--- src/rtl/uart_word_tx_fifo.sv ---
// Transmit buffer: queues DATA_WIDTH-bit words in a DEPTH-entry FIFO and
// serialises each one into bytes for the UART sender, MSB- or LSB-first per word.
module uart_word_tx_fifo #(
  parameter int DATA_WIDTH = 32,
  parameter int DEPTH      = 4,
  parameter int CNT_W      = $clog2(DEPTH + 1)
) (
  input  logic                  CLK,
  input  logic                  reset,
  input  logic [DATA_WIDTH-1:0] in_data,
  input  logic                  in_valid,
  output logic                  in_ready,
  input  logic                  byte_order,
  input  logic                  sender_ready,
  output logic [7:0]            sender_data,
  output logic                  sender_enable,
  output logic [CNT_W-1:0]      count,
  output logic                  overflow,
  output logic                  idle
);

  localparam int BYTES = DATA_WIDTH / 8;
  localparam int PTR_W = $clog2(DEPTH);
  localparam int IDX_W = (BYTES > 1) ? $clog2(BYTES) : 1;
  localparam logic [IDX_W-1:0] LAST_IDX = IDX_W'(BYTES - 1);
  localparam logic [CNT_W-1:0] FULL_CNT = CNT_W'(DEPTH);

  typedef enum logic [1:0] {IDLE, SEND, GUARD} state_t;

  logic [DATA_WIDTH:0]   mem [DEPTH];
  logic [PTR_W-1:0]      wr_ptr, rd_ptr;
  logic [CNT_W-1:0]      count_q;
  state_t                state;
  logic [DATA_WIDTH-1:0] word_q;
  logic                  order_q;
  logic [IDX_W-1:0]      byte_idx;
  logic [7:0]            sel_byte;
  logic [DATA_WIDTH:0]   head;
  logic                  push, pop, fifo_empty;

  assign in_ready   = (count_q != FULL_CNT);
  assign push       = in_valid & in_ready;
  assign fifo_empty = (count_q == '0);
  // A pop happens when idle, or when the last byte's guard cycle can chain straight into the next word.
  assign pop        = !fifo_empty && ((state == IDLE) || (state == GUARD && byte_idx == LAST_IDX));
  assign head       = mem[rd_ptr];
  assign count      = count_q;
  assign idle       = (state == IDLE) && fifo_empty;

  always_comb begin
    sel_byte = '0;
    for (int unsigned i = 0; i < BYTES; i++) begin
      if (byte_idx == IDX_W'(i))
        sel_byte = order_q ? word_q[8*i +: 8] : word_q[DATA_WIDTH-1-8*i -: 8];
    end
  end

  always_ff @(posedge CLK) begin
    if (push) mem[wr_ptr] <= {byte_order, in_data};
  end

  always_ff @(posedge CLK) begin
    if (reset) begin
      wr_ptr        <= '0;
      rd_ptr        <= '0;
      count_q       <= '0;
      overflow      <= 1'b0;
      state         <= IDLE;
      sender_data   <= '0;
      sender_enable <= 1'b0;
      word_q        <= '0;
      order_q       <= 1'b0;
      byte_idx      <= '0;
    end else begin
      if (push) wr_ptr <= wr_ptr + 1'b1;
      if (pop)  rd_ptr <= rd_ptr + 1'b1;
      case ({push, pop})
        2'b10:   count_q <= count_q + 1'b1;
        2'b01:   count_q <= count_q - 1'b1;
        default: count_q <= count_q;
      endcase
      if (in_valid && !in_ready) overflow <= 1'b1;

      sender_enable <= 1'b0;
      if (pop) begin
        word_q   <= head[DATA_WIDTH-1:0];
        order_q  <= head[DATA_WIDTH];
        byte_idx <= '0;
      end

      case (state)
        IDLE: if (pop) state <= SEND;
        SEND: begin
          if (sender_ready) begin
            sender_data   <= sel_byte;
            sender_enable <= 1'b1;
            state         <= GUARD;
          end
        end
        GUARD: begin
          if (byte_idx != LAST_IDX) begin
            byte_idx <= byte_idx + 1'b1;
            state    <= SEND;
          end else if (pop) begin
            state <= SEND;
          end else begin
            state <= IDLE;
          end
        end
        default: state <= IDLE;
      endcase
    end
  end

endmodule

--- config.mk ---
export PLATFORM = sky130hd
export DESIGN_NAME = uart_word_tx_fifo
export DESIGN_NICKNAME = d
export VERILOG_FILES = /design/src/rtl/uart_word_tx_fifo.sv
export SDC_FILE = /design/constraint.sdc
export NUM_CORES = 1
export LEC_CHECK = 0
export ABC_AREA = 0
export CORE_ASPECT_RATIO = 0.5
export CORE_MARGIN = 4
export CORE_UTILIZATION = 45
export DETAILED_ROUTE_END_ITERATION = 6
export DONT_BUFFER_PORTS = 1
export HOLD_SLACK_MARGIN = 0.03
export PLACE_DENSITY = 0.63
export RECOVER_POWER = 25
export SYNTH_ARGS = -nofsm -noshare
export SYNTH_HDL_FRONTEND = slang
export SYNTH_SLANG_ARGS = --single-unit
--- constraint.sdc ---
create_clock -name CLK -period 2.9 [get_ports CLK]
set_input_delay 0.435 -clock CLK [delete_from_list [all_inputs] [get_ports CLK]]
set_output_delay 0.435 -clock CLK [all_outputs]
set_load 0.01 [all_outputs]
==> summary.txt <==
The flow run is done. Layout inverter count without the clock tree landed at 11. For reference, XOR and XNOR gates occupy less than 1% of the area reported after synthesis. The chip occupies about 19000 um^2. Setup-violating endpoint count in the final report landed at 0. The share of total power dissipated in combinational logic is 25.1%. The tightest hold path in the finished design has a slack of slightly below 0.08 ns. In the detailed route, the total length drawn on met2 is 6.08 mm. By instance count, the leading cell after synthesis is sky130_fd_sc_hd__edfxtp_1.

Final critical-path share of the clock period landed at 89.5%. The class occupying the most area after layout is reported as sequential cells. Per STA, the worst path accumulates the most delay in the family simple AND/OR/NAND/NOR gates. The run finished with clean final reports. The capture point of the critical path was reported as count[2]$_SDFFE_PP0P_. Routed signal wires occupy layers up through met4.

The gate-level netlist out of Yosys references approximately 50 unique cell types. sky130_fd_sc_hd__edfxtp_1 takes more of the synthesized area than any other cell. After global routing, the most crowded layer is met2.

The synthesized instance count is 473. Count of buffers inserted at the top-level ports landed at 0. For reference, the final report shows the hold violation count at 0.

In this run, the synthesized area fraction spent on and/or/nand/nor cells is recorded as 6.86%. Largest fanout on the critical path landed at 6. The top cell type in the final layout, fill and taps aside, is sky130_fd_sc_hd__edfxtp_1.

Post-synthesis share of cell area spent on and-or and or-and gates landed at 7.56%.
Fig. 1: gate families picked out
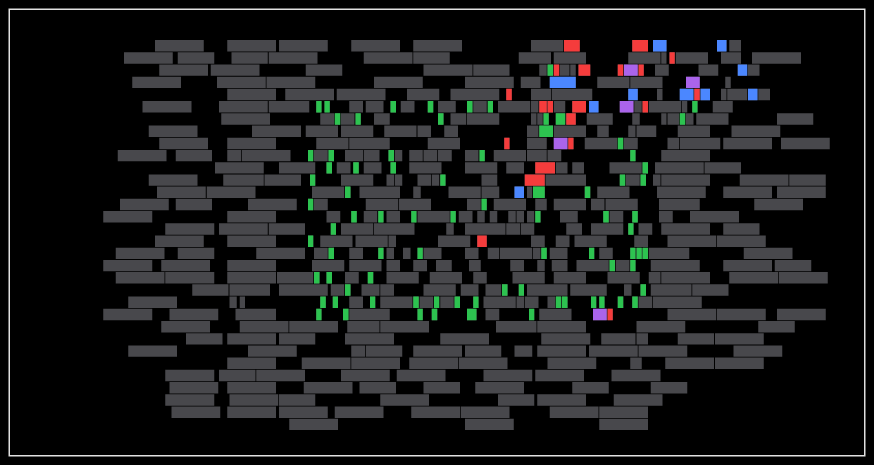
- nor cells: red (cells 20; most used nor2_1)
- nand cells: green (cells 80; most used nand2_1)
- and/or cells: blue (cells 10; most used and3_1; where north-east)
- xor and xnor cells: purple (cells 5; most used xnor2_1)

Fig. 2: routing congestion map
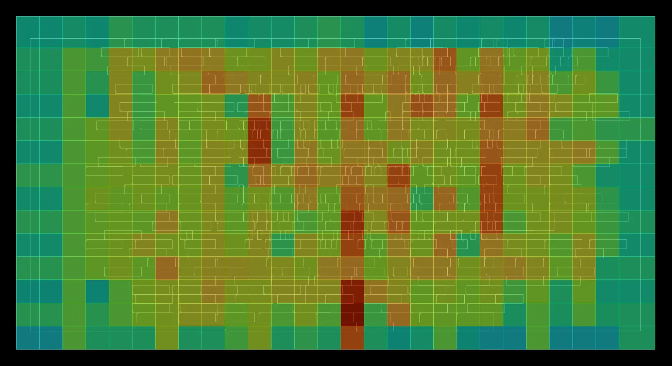
grt met3 use: 5.73%
met2 GRT Util: 23.0%

Fig. 3: cells colored by class
Bar = 50 um.
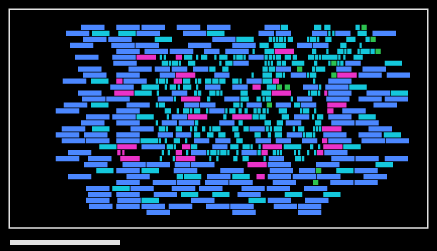
- remaining logic cells: cyan (cells 261; share of their area 28%)
- clock drivers and dummy loads: magenta (cells 32; share of their area 7.0%)
- remaining buffers and delay cells: green (cells 11; share of their area 1.0%)
- registers: blue (cells 186; share of their area 64%)

No activity file was given, so power comes from the tool's default toggle rates.
